--- src/rtl/gpc_23_3_if.sv ---
// Operand/result bundle for the (2,3;3) parallel counter.
// master drives the column bits, slave returns the sum.
interface gpc_23_3_if;
    logic       in_valid;
    logic [2:0] src0;
    logic [1:0] src1;
    logic [2:0] dst;
    logic       out_valid;

    modport master (
        output in_valid,
        output src0,
        output src1,
        input  dst,
        input  out_valid
    );

    modport slave (
        input  in_valid,
        input  src0,
        input  src1,
        output dst,
        output out_valid
    );
endinterface

--- src/rtl/gpc_23_3.sv ---
// (2,3;3) generalized parallel counter: popcount(src0) + 2*popcount(src1).
// Optional output register; hold on idle so X on idle inputs is harmless.
module gpc_23_3 #(
    parameter int OUT_REG = 1
) (
    input logic        clk,
    input logic        rst_n,
    gpc_23_3_if.slave  bus
);

    logic       s0;
    logic       c0;
    logic       s1;
    logic       c1;
    logic [2:0] sum;

    // two cascaded full adders: weight-1 column, then weight-2 column
    always_comb begin
        s0  = bus.src0[0] ^ bus.src0[1] ^ bus.src0[2];
        c0  = (bus.src0[0] & bus.src0[1])
            | (bus.src0[0] & bus.src0[2])
            | (bus.src0[1] & bus.src0[2]);
        s1  = c0 ^ bus.src1[0] ^ bus.src1[1];
        c1  = (c0 & bus.src1[0])
            | (c0 & bus.src1[1])
            | (bus.src1[0] & bus.src1[1]);
        sum = {c1, s1, s0};
    end

    generate
        if (OUT_REG != 0) begin : g_reg
            logic [2:0] dst_q;
            logic       vld_q;

            // result register; updates only on valid, valid flag follows input
            always_ff @(posedge clk or negedge rst_n) begin
                if (!rst_n) begin
                    dst_q <= 3'b000;
                    vld_q <= 1'b0;
                end else begin
                    vld_q <= bus.in_valid;
                    if (bus.in_valid) begin
                        dst_q <= sum;
                    end
                end
            end

            assign bus.dst       = dst_q;
            assign bus.out_valid = vld_q;
        end else begin : g_comb
            logic unused_clk_rst;

            assign unused_clk_rst = clk ^ rst_n;
            assign bus.dst        = sum;
            assign bus.out_valid  = bus.in_valid;
        end
    endgenerate

endmodule

--- src/flat_wrapper.sv ---
// flat-port wrapper written by rule: the top's interface ports become plain ports
module gpc_23_3_flat 
#(
    parameter int OUT_REG = 1
)
  (clk, rst_n, bus_in_valid, bus_src0, bus_src1, bus_dst, bus_out_valid);
  gpc_23_3_if bus_i ();
  input logic clk;
  input logic rst_n;
  input wire logic [$bits(bus_i.in_valid)-1:0] bus_in_valid;
  input wire logic [$bits(bus_i.src0)-1:0] bus_src0;
  input wire logic [$bits(bus_i.src1)-1:0] bus_src1;
  output wire logic [$bits(bus_i.dst)-1:0] bus_dst;
  output wire logic [$bits(bus_i.out_valid)-1:0] bus_out_valid;
  assign bus_i.in_valid = bus_in_valid;
  assign bus_i.src0 = bus_src0;
  assign bus_i.src1 = bus_src1;
  assign bus_dst = bus_i.dst;
  assign bus_out_valid = bus_i.out_valid;
  gpc_23_3 #(.OUT_REG(OUT_REG)) u_core (.clk(clk), .rst_n(rst_n), .bus(bus_i));
endmodule
--- config.mk ---
export PLATFORM = sky130hd
export DESIGN_NAME = gpc_23_3_flat
export DESIGN_NICKNAME = d
export VERILOG_FILES = /design/src/rtl/gpc_23_3_if.sv /design/src/rtl/gpc_23_3.sv /design/src/flat_wrapper.sv
export SDC_FILE = /design/constraint.sdc
export NUM_CORES = 1
export LEC_CHECK = 0
export CORE_AREA = 5 5 42 44
export CTS_CLUSTER_SIZE = 16
export DETAILED_ROUTE_END_ITERATION = 8
export DIE_AREA = 0 0 47 49
export PLACE_DENSITY = 0.39
export REMOVE_ABC_BUFFERS = 1
export SETUP_SLACK_MARGIN = 0.05
export SLEW_MARGIN = 20
export SYNTH_ARGS = -nofsm -noshare
export SYNTH_HDL_FRONTEND = slang
export SYNTH_SLANG_ARGS = --single-unit
--- constraint.sdc ---
create_clock -name clk -period 1.35 [get_ports clk]
set_input_delay 0.2025 -clock clk [delete_from_list [all_inputs] [get_ports clk]]
set_output_delay 0.2025 -clock clk [all_outputs]
set_load 0.005 [all_outputs]
==> flow_summary.ini, run 1 <==
; physical design summary
[pwr]
comb-power_uw = 81.5
switchingPower_uw = 86.4
p_leak_uw = 0.000186
pg_clk_uw = 148
power.group.top = clock
power_uw = 373
pwr-share-clk = 0.397
pwr-share-seq = 0.384
peakVddDrop_uv = 200
intPower_uw = 287
powerDensity_nw_per_um2 = 1070

[yosys]
netlist_instances = 17
ys_cells = 17
ys_sh_mux = 0.0526
xor_area_frac = 0
yosys.area_share.simple = 0.0395
yosys_warnings = 0
synth_top_area_share = 0.526
yosysChipArea_um2 = 190
edf_count = 0
ys_types = 6
syn_area_um2 = 190
logic_family = adder cells
yosys-top-cells-count = inv_1 (6), dfrtp_1 (4), a21oi_1 (2), fa_1 (2), nor2_1 (2)
adder_share = 0.211
postSynthSeqShare = 0.526
ff_type = dfrtp_1
synth_top_cell_by_count = inv_1
largest_area_cell = dfrtp_1
top_cells_by_area = dfrtp_1 (53%), fa_1 (21%), inv_1 (12%)
synth.avg_cell_area_um2 = 11.2

[final_layout]
syn_to_final_growth_pct = 83.6
final_cells = 47
top_area_cell_class = buffers
logic_area_um2 = 70.1
buffer_area_frac = 0.326
fin_nets = 43
clock_area_frac = 0.0645
num_antenna_cells = 0
ff_count = 4
sh_comb_area = 0.201
logic_gate_count = 7
fill_cells = 156
lay_top_count = clkdlybuf4s50_1

[die]
die_w_um = 47
chipArea_um2 = 2300
taps = 16
floorplan.core_util = 0.136

[timing]
worst_slack_ns = 0.0882
worst_slew_pin_slew_ns = 0.225
setup_viol = 0
hold_viol = 0
hold_ws_ns = 0.168
fmax_mhz = 793
slew_violations = 0
finClkSkew_ns = 0
fin_crit_ns = 1.26
maxSlewHeadroom = 0.849
grt_setup_unrepaired = yes

[placed_design]
numPortBuffers = 11
dp_cells = 44
place.gp.congestion = 0.642
placed_area_um2 = 320

[clock_network]
cts_buffers = 3
clock-sinks = 4
htreeDepth = 1
clk_latency_ns = 0.23
hold_buffers = 0
cts_tree = built
cts_resized = 6
post_cts_buffers = 0
clk_pin_slew_ns = 0.04

[routing]
viasPerCell = 3.32
drt_iter0_markers = 0
first_pass_iters = 1
dr.max_layer_used = met3

[grt]
grt_use_met1 = 0.0448
antenna_found_initial = 0
grt_first_pass_wirelength_um = 593
first_global_vias = 164
busiest_layer = met4
use_met2 = 0.0430
use_met3 = 0.0332
grt_max_degree = 7

[worst_setup_path]
ff2ff_path_depth = 2
cpLargestDelayFamily = adder cells
timing.rr.start = u_core.bus.dst[2]
cp.required_ns = 1.46
crit_slowest_cell = fa_1
worstReg2RegEnd = u_core.bus.dst[2]
rrSetupSlack_ns = 0.71
critPathMaxFanout = 1
criticalPathCategory = in2reg
crit_path_end_kind = register

[hold_path]
hold_path_class = in2async

[run]
drv_cap = 0
tool_warnings = 26

[status]
outcome = completed
## run 1: how the worst max path moves through the flow
stage | from | end | slack, ns | cells past startpoint
after floorplan | bus_src0[0] | u_core.bus.dst[1] | 0.04 | 4
after global placement | bus_src0[0] | u_core.bus.dst[1] | -0.46 | 5
after detailed placement | bus_src0[0] | u_core.bus.dst[1] | -0.48 | 5
after CTS | u_core.bus.dst[1] | bus_dst[1] | 0.05 | 1
after global routing | bus_src0[0] | u_core.bus.dst[1] | 0.04 | 5
final | bus_src0[0] | u_core.bus.dst[1] | 0.09 | 5
## run 1: sequential cells by signal, indices dropped and copies added, names as in the netlist
name                  cells
u_core.bus.dst            3
u_core.bus.out_valid      1
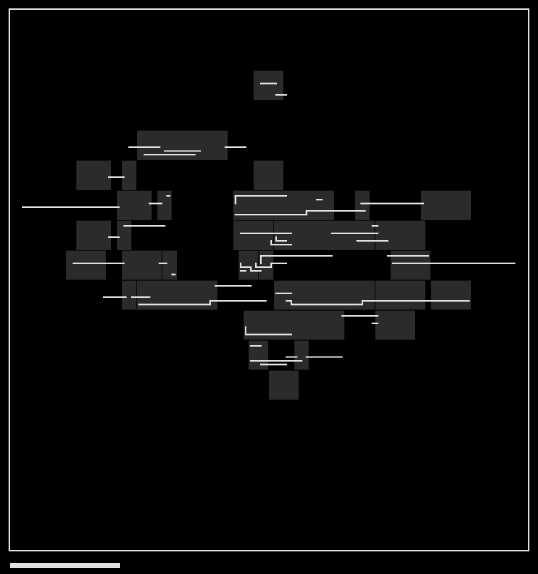
*M1 wires, run 1*
The bar under the picture is 10 µm long. Cells faint in the background.
main direction	horizontal
wire length on this layer	161 µm
share of all routed wire	38%
final wirelength: 421 µm
Vias: 156

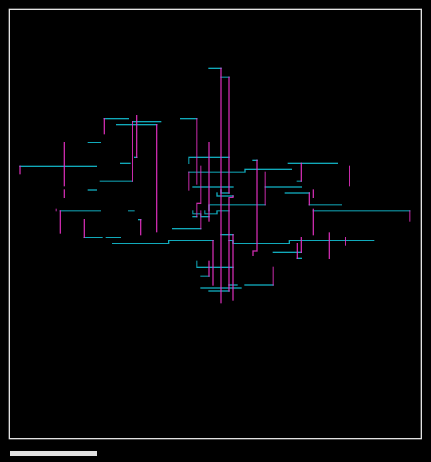
*Metal layers overlaid, run 1*
The bar under the picture is 10 µm long. Two of the layers only.
colour	layer	wire length
cyan	M1	161 µm
magenta	M2	166 µm
drt wl/cell: 8.96 µm
Total GRT Usage: 0.0446

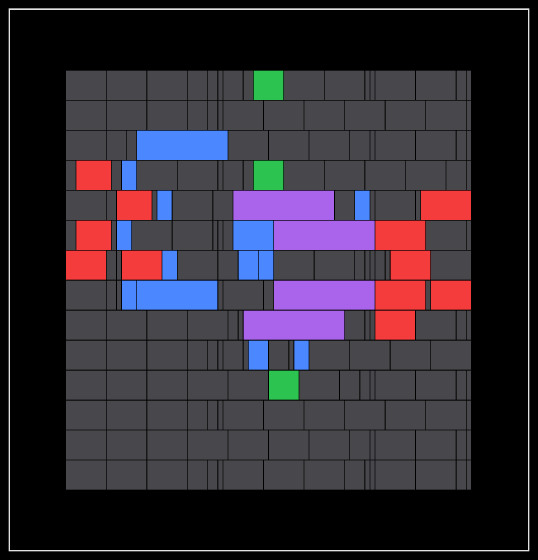
*Placement by cell class, run 1*
Fill, decap, tap and diode cells in grey.
colour	class	cells
blue	remaining logic cells	13
green	clock-net drivers	3
purple	registers	4
red	remaining buffers and delay cells	11
Seq/total area: 0.287
Cell Rows: 14

==> run 1 -> run 2 <==
Settings changed: SLEW_MARGIN 20 to not set.
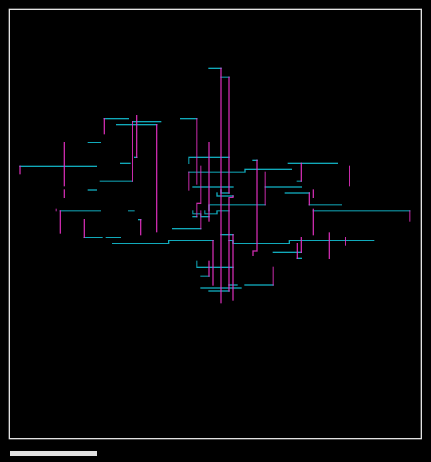
*Metal layers overlaid, run 2*
The bar under the picture is 10 µm long. Two of the layers only.
colour	layer	wire length
magenta	M2	166 µm
cyan	M1	161 µm

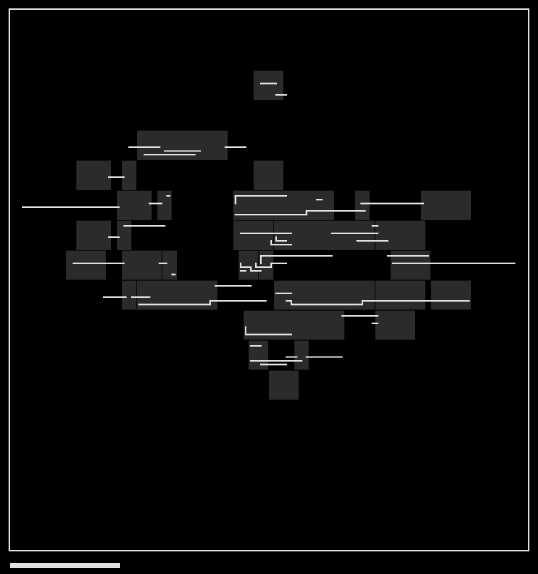
*M1 wires, run 2*
The bar under the picture is 10 µm long. Cells faint in the background.
share of all routed wire	38%
longest straight run	11.0 µm
GRT met1 Usage: 0.0448

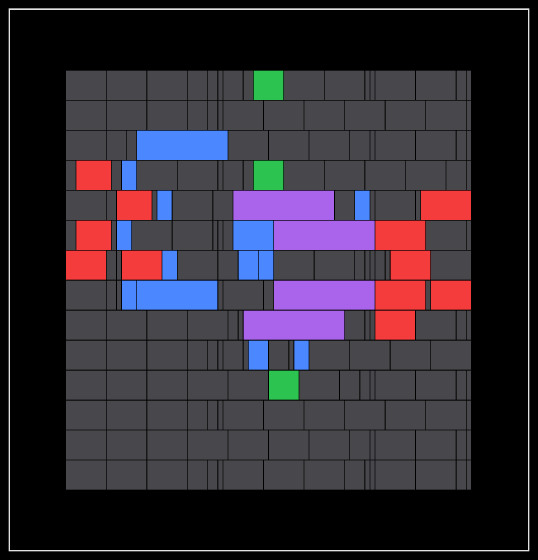
*Placement by cell class, run 2*
Fill, decap, tap and diode cells in grey.
colour	class	cells
blue	remaining logic cells	13
green	clock-net drivers	3
red	remaining buffers and delay cells	11
purple	registers	4
placeable core area: 1400 µm²
Final Instance Area: 349 µm²
fin util: 0.249

==> run 2 against run 1 <==
Global-route usage unchanged. Total power unchanged. Final cell count unchanged. Worst setup slack unchanged. Sequential share of layout area stayed put. First-iteration DRC count unchanged. Critical endpoint unchanged. Largest cell class unchanged. Highest routed layer unchanged.
==> flow_summary.ini, run 2 <==
; physical design summary
[pwr]
pg_clk_uw = 148
pwr-share-clk = 0.397
power.group.top = clock
switchingPower_uw = 86.4
p_leak_uw = 0.000186
powerDensity_nw_per_um2 = 1070
power_uw = 373
peakVddDrop_uv = 200
pwr-share-seq = 0.384
combPwrFrac = 0.219
switching_share = 0.232
intPower_uw = 287
comb-power_uw = 81.5
p_seq_uw = 143

[final_layout]
seq_area_um2 = 100
num_antenna_cells = 0
logic_area_um2 = 70.1
fill_cells = 156
drive_gt1_frac = 0.194
layout_top_cells = clkdlybuf4s50_1 (5), inv_1 (4), dfrtp_1 (4)
lay_top_count = clkdlybuf4s50_1
syn_to_final_growth_pct = 83.6
final_cells = 47
largest_reg_flops = 3
fin_nets = 43

[clock_network]
hold_buffers = 0
clock-sinks = 4
clk_latency_ns = 0.23
htreeDepth = 1
clk_pin_slew_ns = 0.04
post_cts_buffers = 0
cts_tree = built
root_buffer = clkbuf_4
cts_buffers = 3
clk_path_buf_depth = 2
cts_resized = 6

[placed_design]
placed_area_um2 = 320
dp_slack_ns = -0.483
dp_cells = 44
place.gp.congestion = 0.642
numPortBuffers = 11

[timing]
setup_tns_ns = 0
worst_slack_ns = 0.0882
slew_violations = 0
setup_viol = 0
fmax_mhz = 793
finClkSkew_ns = 0
fin_crit_ns = 1.26
fin_crit_sh = 0.935
hold_ws_ns = 0.168
maxSlewHeadroom = 0.849
hold_viol = 0
worst_slew_pin_slew_ns = 0.225
grt_setup_unrepaired = yes

[yosys]
syn_area_um2 = 190
synthArstFlopShare = 1.00
edf_count = 0
synth.avg_cell_area_um2 = 11.2
ys_cells = 17
synth_top_cell_by_count = inv_1
largest_area_cell = dfrtp_1
ys_types = 6
postSynthSeqShare = 0.526
top_cells_by_area = dfrtp_1 (53%), fa_1 (21%), inv_1 (12%)
numSynthFlops = 4
yosysChipArea_um2 = 190
yosys-top-cells-count = inv_1 (6), dfrtp_1 (4), a21oi_1 (2), fa_1 (2), nor2_1 (2)
netlist_instances = 17
yosys_warnings = 0
synth_top_area_share = 0.526
ff_type = dfrtp_1

[die]
ios = 12
die_w_um = 47
core.rowCount = 14
die_y_um = 49
floorplan.core_util = 0.136
chipArea_um2 = 2300

[grt]
grt_max_degree = 7
first_global_vias = 164
antenna_found_initial = 0
grt_first_pass_wirelength_um = 593
grt_usage = 0.0446
grt_overflow = 0

[routing]
first_pass_iters = 1
totalWireLength_um = 421
detail_route.wl_per_cell_um = 8.96
drt_iter0_markers = 0
viasPerCell = 3.32
vias = 156
drc = 0
ant_nets = 0

[worst_setup_path]
arrival_ns = 1.37
timing.rr.start = u_core.bus.dst[2]
ff2ff_path_depth = 2
worstReg2RegEnd = u_core.bus.dst[2]
criticalPathCategory = in2reg
critPathBufInv = 2
start_kind = input pin
slowest_delay_ns = 0.49
crit_path_end = u_core.bus.dst[1]
path_cells = dlygate4sd2_1 -> inv_1 -> fa_2 -> fa_1 -> a21oi_1
crit_path_end_kind = register
cp.required_ns = 1.46
critPathMaxFanout = 1
cp.depth = 5
rrSetupSlack_ns = 0.71
crit_slowest_cell = fa_1
crit_start = bus_src0[0]
cpLargestDelayFamily = adder cells

[status]
outcome = completed

[hold_path]
hold_path_class = in2async

[run]
tool_warnings = 26
drv_cap = 0
[run 2: layer usage]
| layer | vias to the layer above | track usage | routed length (µm) |
|---|---|---|---|
| met5 | - | 0 | 0 |
| met4 | 0 | 0.0691 | 0 |
| met3 | 0 | 0.0332 | 94 |
| met2 | 12 | 0.0430 | 165 |
| met1 | 67 | 0.0448 | 161 |
| li1 | 77 | - | - |
[run 2: cell families after synthesis]
family                   after synthesis  share of synthesized area
AND/OR/NAND/NOR                        2                     0.0395
multiplexers                           1                     0.0526
flip-flops                             4                      0.526
buffers and inverters                  6                      0.118
AND-OR/OR-AND                          2                     0.0526
adder cells (fa/ha/maj)                2                      0.211
[run 2: layout make-up]
type	count	share of cell area
flip-flops and latches	4	0.287
multi-input cells	7	0.201
repair buffers	11	0.326
inverters	6	0.0645
well taps	16	0.0573
clock buffers	3	0.0645
==> run 2 -> run 3 <==
Settings changed: GPL_TIMING_DRIVEN set to 0, REMOVE_ABC_BUFFERS 1 to not set.
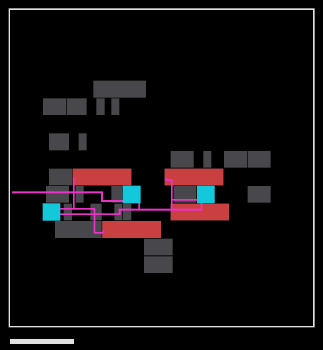
*Clock network drawn from the DEF, run 3*
The bar under the picture is 10 µm long.
[cyan] clock-net drivers | count: 3
[red] flip-flops | count: 4
[magenta] clock wires | length: 79.7 µm
routed clock nets	4
flops lie	centre
clock power share: 0.396
clk_lat worst skew: 0.23 ns
Clk power: 149 µW

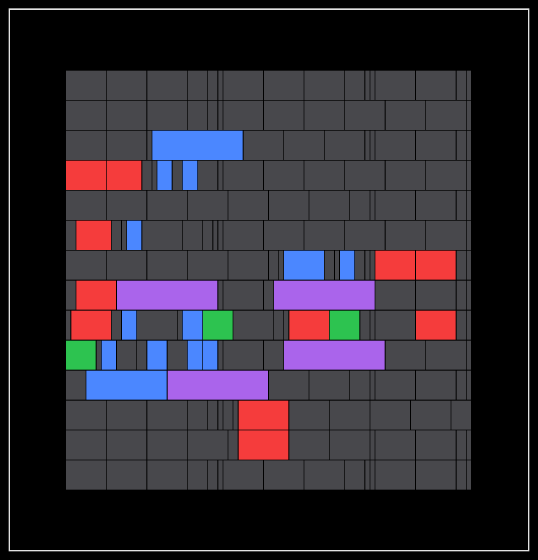
*Placement by cell class, run 3*
Fill, decap, tap and diode cells in grey.
colour	class	cells
red	remaining buffers and delay cells	11
purple	registers	4
blue	remaining logic cells	13
green	clock-net drivers	3
fin util: 0.248
Seq/total area: 0.288
Final Instance Area: 348 µm²

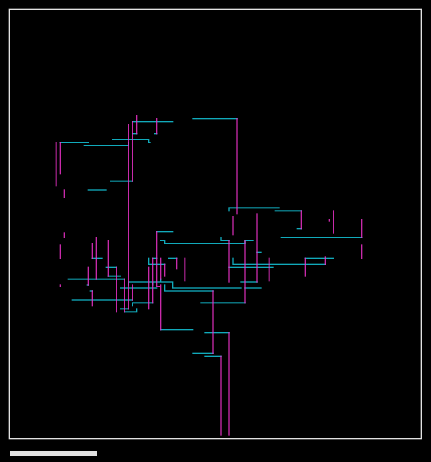
*Metal layers overlaid, run 3*
The bar under the picture is 10 µm long. Two of the layers only.
colour	layer	wire length
cyan	M1	152 µm
magenta	M2	172 µm
Total GRT Usage: 0.0481
final wirelength: 430 µm

==> run 3 against run 2 <==
Synthesized area stayed put. Non-clock buffer count unchanged. Sequential cell count is the same. Clock power barely moved. Cell area is 0.36% lower. Worst setup slack worse by 0.0061 ns. Via count rose by 3.8%. Die size unchanged. Clock skew stayed put. First-iteration DRC count stayed put. Critical path type unchanged. Largest cell class unchanged.
==> flow_summary.ini, run 3 <==
; physical design summary
[status]
outcome = completed

[pwr]
p_seq_uw = 144
power_uw = 376
switchingPower_uw = 86.6
power.group.top = clock
peakVddDrop_uv = 625

[routing]
detail_route.wl_per_cell_um = 9.15
vias = 162
first_pass_iters = 1

[run]
drv_cap = 0
tool_warnings = 26

[timing]
slew_violations = 0
fmax_mhz = 789
grt_setup_unrepaired = no
setup_tns_ns = 0
hold_viol = 0
fin_crit_ns = 1.27

[placed_design]
numPortBuffers = 11
placed_area_um2 = 323

[yosys]
edf_count = 0
synthArstFlopShare = 1.00
largest_area_cell = dfrtp_1
synth.avg_cell_area_um2 = 11.2
ys_sh_aoi = 0.0526
top_cells_by_area = dfrtp_1 (53%), fa_1 (21%), inv_1 (12%)
synth_top_area_share = 0.526
xor_area_frac = 0
yosysChipArea_um2 = 190
ff_type = dfrtp_1
adder_share = 0.211
yosys_warnings = 0

[final_layout]
seq_area_um2 = 100
ff_count = 4
drive_gt1_frac = 0.161
n_all_inverters = 6
final_cells = 47
sh_comb_area = 0.201
clock_area_frac = 0.0647
logic_gate_count = 7

[clock_network]
root_buffer = clkbuf_4
post_cts_buffers = 0
cts_tree = built
htreeDepth = 1
hold_buffers = 0
clk_path_buf_depth = 2

[grt]
grt_use_met1 = 0.0536
first_global_vias = 156
grt_first_pass_wirelength_um = 690
use_met2 = 0.0520
antenna_found_initial = 0
use_met3 = 0.0664
grt_max_degree = 7

[worst_setup_path]
cp.depth = 5
start_kind = input pin
critPathBufInv = 2
rrSetupSlack_ns = 0.70
arrival_ns = 1.38
cp.required_ns = 1.46
crit_slowest_cell = fa_1

[hold_path]
hold_path_class = in2async

[die]
die_w_um = 47
## run 3: cell counts after synthesis
No cell type changed its count.
## run 3: path summary, 6_finish.rpt
path | startpoint | endpoint
worst max register to register | u_core.bus.dst[2] | u_core.bus.dst[2]
worst max-delay path | bus_src0[2] | u_core.bus.dst[1]
max in group asynchronous | rst_n | u_core.bus.out_valid
min in group clk | bus_src0[2] | u_core.bus.dst[0]
worst min-delay path | rst_n | u_core.bus.dst[2]
worst min register to register | u_core.bus.dst[0] | u_core.bus.dst[0]
## run 3: per-layer routing
layer | up-vias | share of wire
met5 | - | 0
met4 | 0 | 0
met3 | 0 | 0.25
met2 | 13 | 0.40
met1 | 72 | 0.35
li1 | 77 | -
## run 3: repair_timing
action	4_1_cts	5_1_grt
pin swaps	3	0
gates resized	5	2
setup endpoints to repair	2	2
Power and IR drop assume default switching activity.
